Fig. 1: placed cells, one color a class
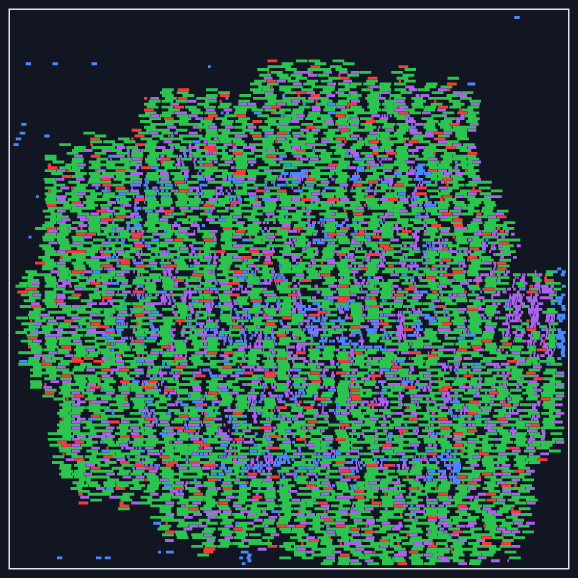
Fig. 2: clock distribution
The bar under the picture is 200 µm long.
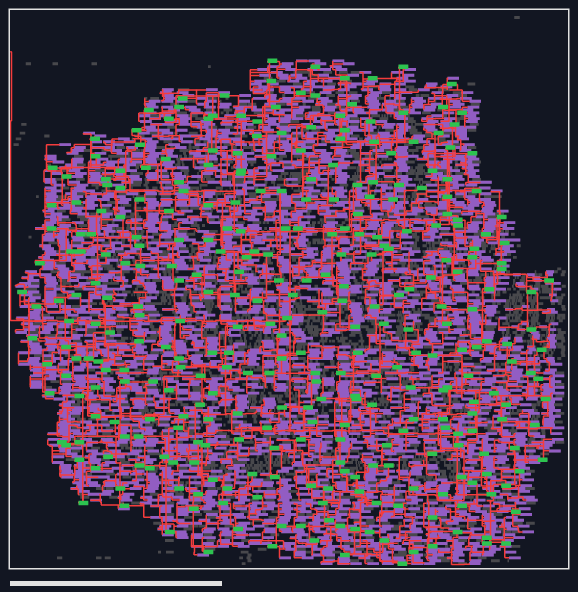
===== src/rtl/nb_seq_pkg.sv =====
// Shared definitions for the layer sequencer: opcode and state encodings
// plus small state-classification helpers used by the top level.
package nb_seq_pkg;

    localparam int OPC_W = 4;

    typedef enum logic [OPC_W-1:0] {
        OP_NOP   = 4'h0,
        OP_LAYER = 4'h1,
        OP_ROWS  = 4'h2,
        OP_COST  = 4'h3,
        OP_LOAD  = 4'h4,
        OP_FWD   = 4'h5,
        OP_BWD   = 4'h6,
        OP_END   = 4'hF
    } op_e;

    typedef enum logic [2:0] {
        ST_IDLE      = 3'd0,
        ST_FETCH     = 3'd1,
        ST_DECODE    = 3'd2,
        ST_LOAD_ROWS = 3'd3,
        ST_WAIT_FWD  = 3'd4,
        ST_WAIT_BWD  = 3'd5,
        ST_DONE      = 3'd6,
        ST_ERR       = 3'd7
    } state_e;

    // States in which the host owns the code RAM and start is honoured.
    function automatic logic is_host_state(input state_e s);
        return (s == ST_IDLE) || (s == ST_DONE) || (s == ST_ERR);
    endfunction

    // States reported as busy.
    function automatic logic is_busy_state(input state_e s);
        return !is_host_state(s);
    endfunction

endpackage


===== src/rtl/seq_code_ram.sv =====
// Program store for the layer sequencer: DEPTH x INSTR_W, one write port and
// one synchronous read port (1-cycle latency). A read and a write to the same
// address in one cycle return the old contents. Contents are never reset.
// Ports: clk; we/waddr/wdata write port; raddr/rdata read port.
module seq_code_ram #(
    parameter  int INSTR_W = 12,
    parameter  int DEPTH   = 256,
    localparam int PC_W    = $clog2(DEPTH)
) (
    input  logic               clk,
    input  logic               we,
    input  logic [PC_W-1:0]    waddr,
    input  logic [INSTR_W-1:0] wdata,
    input  logic [PC_W-1:0]    raddr,
    output logic [INSTR_W-1:0] rdata
);

    logic [INSTR_W-1:0] mem_r [DEPTH];

    // Write port and registered read port (read-before-write on collision).
    always_ff @(posedge clk) begin
        if (we) begin
            mem_r[waddr] <= wdata;
        end
        rdata <= mem_r[raddr];
    end

endmodule


===== src/rtl/layer_sequencer.sv =====
// Layer sequencer: runs a network program out of a code RAM, latches layer
// parameters and issues weight-row loads plus forward/backprop handshakes.
// Optional feature macro: SEQ_BACKPROP_EN enables the BWD opcode (bwd_start /
// bwd_done); without it BWD is illegal, bwd_start is 0 and bwd_done is unused.
// Ports: clk_clk, reset_reset (sync, active high); code_write* host download;
// start; w_load_valid/ready with w_layer_index/w_row_index; fwd_start/done;
// bwd_start/done; act_type, dense_type, cost_type; busy, done, error.
// All outputs are registered.
module layer_sequencer
    import nb_seq_pkg::*;
#(
    parameter  int INSTR_W    = 12,
    parameter  int DEPTH      = 256,
    parameter  int MAX_LAYERS = 8,
    parameter  int ROW_W      = 8,
    localparam int PC_W       = $clog2(DEPTH),
    localparam int LI_W       = $clog2(MAX_LAYERS),
    localparam int ARG_W      = INSTR_W - OPC_W
) (
    input  logic               clk_clk,
    input  logic               reset_reset,
    input  logic               code_write,
    input  logic [PC_W-1:0]    code_write_line,
    input  logic [INSTR_W-1:0] code_write_data,
    input  logic               start,
    output logic               w_load_valid,
    input  logic               w_load_ready,
    output logic [LI_W-1:0]    w_layer_index,
    output logic [ROW_W-1:0]   w_row_index,
    output logic               fwd_start,
    input  logic               fwd_done,
    output logic               bwd_start,
    input  logic               bwd_done,
    output logic [3:0]         act_type,
    output logic [3:0]         dense_type,
    output logic [7:0]         cost_type,
    output logic               busy,
    output logic               done,
    output logic               error
);

    localparam logic [PC_W-1:0] PC_LAST = PC_W'(DEPTH - 1);
    localparam logic [LI_W-1:0] LI_LAST = LI_W'(MAX_LAYERS - 1);

    state_e             state_r, state_s;
    logic [PC_W-1:0]    pc_r, pc_s;
    logic               wrap_r, wrap_s;     // PC ran past the last entry
    logic               seen_r, seen_s;     // a LAYER has been executed
    logic [LI_W-1:0]    layer_r, layer_s;
    logic [ROW_W-1:0]   rows_r, rows_s;
    logic [ROW_W-1:0]   row_idx_r, row_idx_s;
    logic               valid_r, valid_s;
    logic               fwd_start_r, fwd_start_s;
    logic               bwd_start_r, bwd_start_s;
    logic [3:0]         act_r, act_s;
    logic [3:0]         dense_r, dense_s;
    logic [7:0]         cost_r, cost_s;
    logic               busy_r, done_r, error_r;

    logic [INSTR_W-1:0] rd_data_s;
    logic               we_s;
    op_e                op_s;
    logic [ARG_W-1:0]   arg_s;

    assign we_s  = code_write & is_host_state(state_r);
    assign op_s  = op_e'(rd_data_s[INSTR_W-1 -: OPC_W]);
    assign arg_s = rd_data_s[ARG_W-1:0];

    // The read address follows the PC; data lines up with the DECODE cycle.
    seq_code_ram #(
        .INSTR_W (INSTR_W),
        .DEPTH   (DEPTH)
    ) u_code_ram (
        .clk   (clk_clk),
        .we    (we_s),
        .waddr (code_write_line),
        .wdata (code_write_data),
        .raddr (pc_r),
        .rdata (rd_data_s)
    );

`ifdef SEQ_BACKPROP_EN
`else
    logic unused_bwd_done_s;
    assign unused_bwd_done_s = bwd_done;
`endif

    // Next-state and next-output computation for the sequencer.
    always_comb begin
        state_s     = state_r;
        pc_s        = pc_r;
        wrap_s      = wrap_r;
        seen_s      = seen_r;
        layer_s     = layer_r;
        rows_s      = rows_r;
        row_idx_s   = row_idx_r;
        valid_s     = valid_r;
        fwd_start_s = 1'b0;
        bwd_start_s = 1'b0;
        act_s       = act_r;
        dense_s     = dense_r;
        cost_s      = cost_r;
        case (state_r)
            ST_IDLE, ST_DONE, ST_ERR: begin
                if (start) begin
                    // A (re)run starts from PC 0 with all layer state cleared.
                    state_s   = ST_FETCH;
                    pc_s      = {PC_W{1'b0}};
                    wrap_s    = 1'b0;
                    seen_s    = 1'b0;
                    layer_s   = {LI_W{1'b0}};
                    rows_s    = {ROW_W{1'b0}};
                    row_idx_s = {ROW_W{1'b0}};
                    act_s     = 4'h0;
                    dense_s   = 4'h0;
                    cost_s    = 8'h00;
                end else begin
                    state_s = state_r;
                end
            end
            ST_FETCH: begin
                if (wrap_r) begin
                    state_s = ST_ERR;
                end else begin
                    state_s = ST_DECODE;
                end
            end
            ST_DECODE: begin
                pc_s    = pc_r + PC_W'(1);
                state_s = ST_FETCH;
                if (pc_r == PC_LAST) begin
                    wrap_s = 1'b1;
                end else begin
                    wrap_s = wrap_r;
                end
                case (op_s)
                    OP_NOP: state_s = ST_FETCH;
                    OP_LAYER: begin
                        if (seen_r && (layer_r == LI_LAST)) begin
                            state_s = ST_ERR;
                        end else begin
                            // The first LAYER of a run selects layer 0.
                            layer_s = seen_r ? (layer_r + LI_W'(1)) : {LI_W{1'b0}};
                            seen_s  = 1'b1;
                            dense_s = arg_s[7:4];
                            act_s   = arg_s[3:0];
                            rows_s  = {ROW_W{1'b0}};
                        end
                    end
                    OP_ROWS: rows_s = arg_s[ROW_W-1:0];
                    OP_COST: cost_s = arg_s[7:0];
                    OP_LOAD: begin
                        if (!seen_r) begin
                            state_s = ST_ERR;
                        end else if (rows_r == {ROW_W{1'b0}}) begin
                            state_s = ST_FETCH;
                        end else begin
                            state_s   = ST_LOAD_ROWS;
                            valid_s   = 1'b1;
                            row_idx_s = {ROW_W{1'b0}};
                        end
                    end
                    OP_FWD: begin
                        if (!seen_r) begin
                            state_s = ST_ERR;
                        end else begin
                            state_s     = ST_WAIT_FWD;
                            fwd_start_s = 1'b1;
                        end
                    end
                    OP_BWD: begin
`ifdef SEQ_BACKPROP_EN
                        state_s     = ST_WAIT_BWD;
                        bwd_start_s = 1'b1;
`else
                        state_s     = ST_ERR;
`endif
                    end
                    OP_END:  state_s = ST_DONE;
                    default: state_s = ST_ERR;
                endcase
            end
            ST_LOAD_ROWS: begin
                // Valid and row index are held until the loader takes the beat.
                if (valid_r && w_load_ready) begin
                    if (row_idx_r == (rows_r - ROW_W'(1))) begin
                        valid_s = 1'b0;
                        state_s = ST_FETCH;
                    end else begin
                        row_idx_s = row_idx_r + ROW_W'(1);
                    end
                end else begin
                    valid_s = valid_r;
                end
            end
            ST_WAIT_FWD: begin
                if (fwd_done) begin
                    state_s = ST_FETCH;
                end else begin
                    state_s = ST_WAIT_FWD;
                end
            end
            ST_WAIT_BWD: begin
`ifdef SEQ_BACKPROP_EN
                if (bwd_done) begin
                    state_s = ST_FETCH;
                end else begin
                    state_s = ST_WAIT_BWD;
                end
`else
                state_s = ST_ERR;
`endif
            end
            default: state_s = ST_ERR;
        endcase
    end

    // State, datapath and registered outputs with synchronous reset.
    always_ff @(posedge clk_clk) begin
        if (reset_reset) begin
            state_r     <= ST_IDLE;
            pc_r        <= {PC_W{1'b0}};
            wrap_r      <= 1'b0;
            seen_r      <= 1'b0;
            layer_r     <= {LI_W{1'b0}};
            rows_r      <= {ROW_W{1'b0}};
            row_idx_r   <= {ROW_W{1'b0}};
            valid_r     <= 1'b0;
            fwd_start_r <= 1'b0;
            bwd_start_r <= 1'b0;
            act_r       <= 4'h0;
            dense_r     <= 4'h0;
            cost_r      <= 8'h00;
            busy_r      <= 1'b0;
            done_r      <= 1'b0;
            error_r     <= 1'b0;
        end else begin
            state_r     <= state_s;
            pc_r        <= pc_s;
            wrap_r      <= wrap_s;
            seen_r      <= seen_s;
            layer_r     <= layer_s;
            rows_r      <= rows_s;
            row_idx_r   <= row_idx_s;
            valid_r     <= valid_s;
            fwd_start_r <= fwd_start_s;
            bwd_start_r <= bwd_start_s;
            act_r       <= act_s;
            dense_r     <= dense_s;
            cost_r      <= cost_s;
            busy_r      <= is_busy_state(state_s);
            done_r      <= (state_s == ST_DONE);
            error_r     <= (state_s == ST_ERR);
        end
    end

    assign w_load_valid  = valid_r;
    assign w_layer_index = layer_r;
    assign w_row_index   = row_idx_r;
    assign fwd_start     = fwd_start_r;
    assign bwd_start     = bwd_start_r;
    assign act_type      = act_r;
    assign dense_type    = dense_r;
    assign cost_type     = cost_r;
    assign busy          = busy_r;
    assign done          = done_r;
    assign error         = error_r;

endmodule

===== config.mk =====
export PLATFORM = sky130hd
export DESIGN_NAME = layer_sequencer
export DESIGN_NICKNAME = d
export VERILOG_FILES = /design/src/rtl/nb_seq_pkg.sv /design/src/rtl/seq_code_ram.sv /design/src/rtl/layer_sequencer.sv
export SDC_FILE = /design/constraint.sdc
export NUM_CORES = 2
export LEC_CHECK = 0
export CAP_MARGIN = 5
export CORE_MARGIN = 2
export CORE_UTILIZATION = 45
export DETAILED_ROUTE_END_ITERATION = 7
export PLACE_DENSITY = 0.66
export SYNTH_ARGS = -nofsm -noshare
export SYNTH_HDL_FRONTEND = slang
export SYNTH_SLANG_ARGS = --single-unit

===== constraint.sdc =====
create_clock -name clk_clk -period 3.5 [get_ports clk_clk]
set_input_delay 0.875 -clock clk_clk [delete_from_list [all_inputs] [get_ports clk_clk]]
set_output_delay 0.875 -clock clk_clk [all_outputs]
set_load 0.05 [all_outputs]

==> reports/metrics.cfg <==
[status]
status = complete, but fails checks
violations = setup timing

[yosys]
async_flop_share_pct = 0
yosysChipArea_um2 = 122000
edf_count = 3072
synth.cellmix.compoundShare_pct = 3.56
synth.cells.most_frequent = edfxtp_1 (3,072), mux4_2 (653), nor2_1 (348)
synth_nets = 5914
ys_seq_elements = 3137
yosys.area.top_type = edfxtp_1

[place]
dp_worst_setup_slack_ps = -262

[cells_and_area]
nonClockBufferCount = 766
dominant_cells = registers
stdcell_count = 10400
diodes = 7
logic_gates = 2372

[critical_path]
worst-path-buf-inv = 5
r2r_end = u_code_ram.rdata[6]
cp-startpoint = pc_r[2]
endpoint = u_code_ram.rdata[6]

[detailed_routing]
drc = 0

[grt]
grt_max_degree = 102

[final_timing]
finalSetupViolations = 1
grt_setup_unrepaired = no
holdWs_ps = 459
postLayoutSetupSlackWorst_ps = -75.2

[floorplan]
die_area_um2 = 276000

Back to the opening pictures, Fig. 1:
purple -> combinational and other logic  # cells 2,389, share of their area 19%
green -> sequential cells  # cells 3,137, share of their area 68%
red -> clock drivers and dummy loads  # cells 569, share of their area 7.4%
blue -> remaining buffers and delay cells  # cells 766, share of their area 5.8%
Row Count: 191
sequential share of cell area: 65.5%
design area: 143,000 µm²
CORE AREA: 271,000 µm²

Back to the opening pictures, Fig. 2:
red -> clock wires  # length 34.3 mm
purple -> flip-flops  # count 3,137
green -> clock drivers  # count 327
flops lie = widely spread
clk pwr: 33.4 mW
Layout Skew: 75.7 ps

==> layout by cell type (no fill, tap or decap), drive strengths merged, types with 7 or more instances in the layout <==
cell and n:
buf 710, mux4 659, o21ai 77, xnor2 7, clkdlybuf4s50 45, nand2b 25
nor2 348, bufinv 24, diode 7, o221ai 19, nor3 29, nand2 150
a22o 11, o31ai 19, mux2 40, dfxtp 65, a311oi 16, nand4 7
clkbuf 409, inv 30, a2111oi 7, a21oi 134, mux2i 340, nor4 14
a211oi 24, edfxtp 3072, a221oi 83, and2 8, nor2b 23, a31oi 22
nand3 58, o22ai 31, and3 12, a32oi 15, clkinv 124, a221o 27
a22oi 72, clkinvlp 10, o211ai 13
==> cell families (layout without fill, tap and decap cells) <==
family,Yosys count,count (layout)
AOI/OAI and AO/OA,615,615
xor gates and xnor gates,13,13
adders and majority gates,5,5
buffers and inverters,373,1352
DFF,3137,3137
muxes,1039,1039
other,1,8
and+or+nand+nor,699,699
==> routing by layer <==
layer | global-route usage, % | up-vias | part of all wire [%]
li1 | - | 26100 | -
met1 | 32.4 | 33800 | 39
met2 | 36.9 | 3647 | 47
met3 | 4.82 | 642 | 9.8
met4 | 8.95 | 8 | 4.0
met5 | 0 | - | 0.022
==> timing repair <==
action	in CTS	in global routing
setup endpoints to repair	22	3
gates cloned	0	0
gates resized	4	3
hold buffers	0	0
==> power by group <==
group	internal [mW]	switching (mW)	total, mW
Clock	19.4	14.0	33.4
Sequential	41.3	0.0896	41.4
Combinational	2.39	3.11	5.49
==> state kept, by name, indices dropped and copies added, names as in the netlist, 3 cells and up <==
register          flops
act_type              4
rows_r                8
state_r               3
u_code_ram.mem_r   3072
cost_type             8
w_row_index           8
pc_r                  8
dense_type            4
u_code_ram.rdata     12
w_layer_index         3
Power and IR drop assume default switching activity.
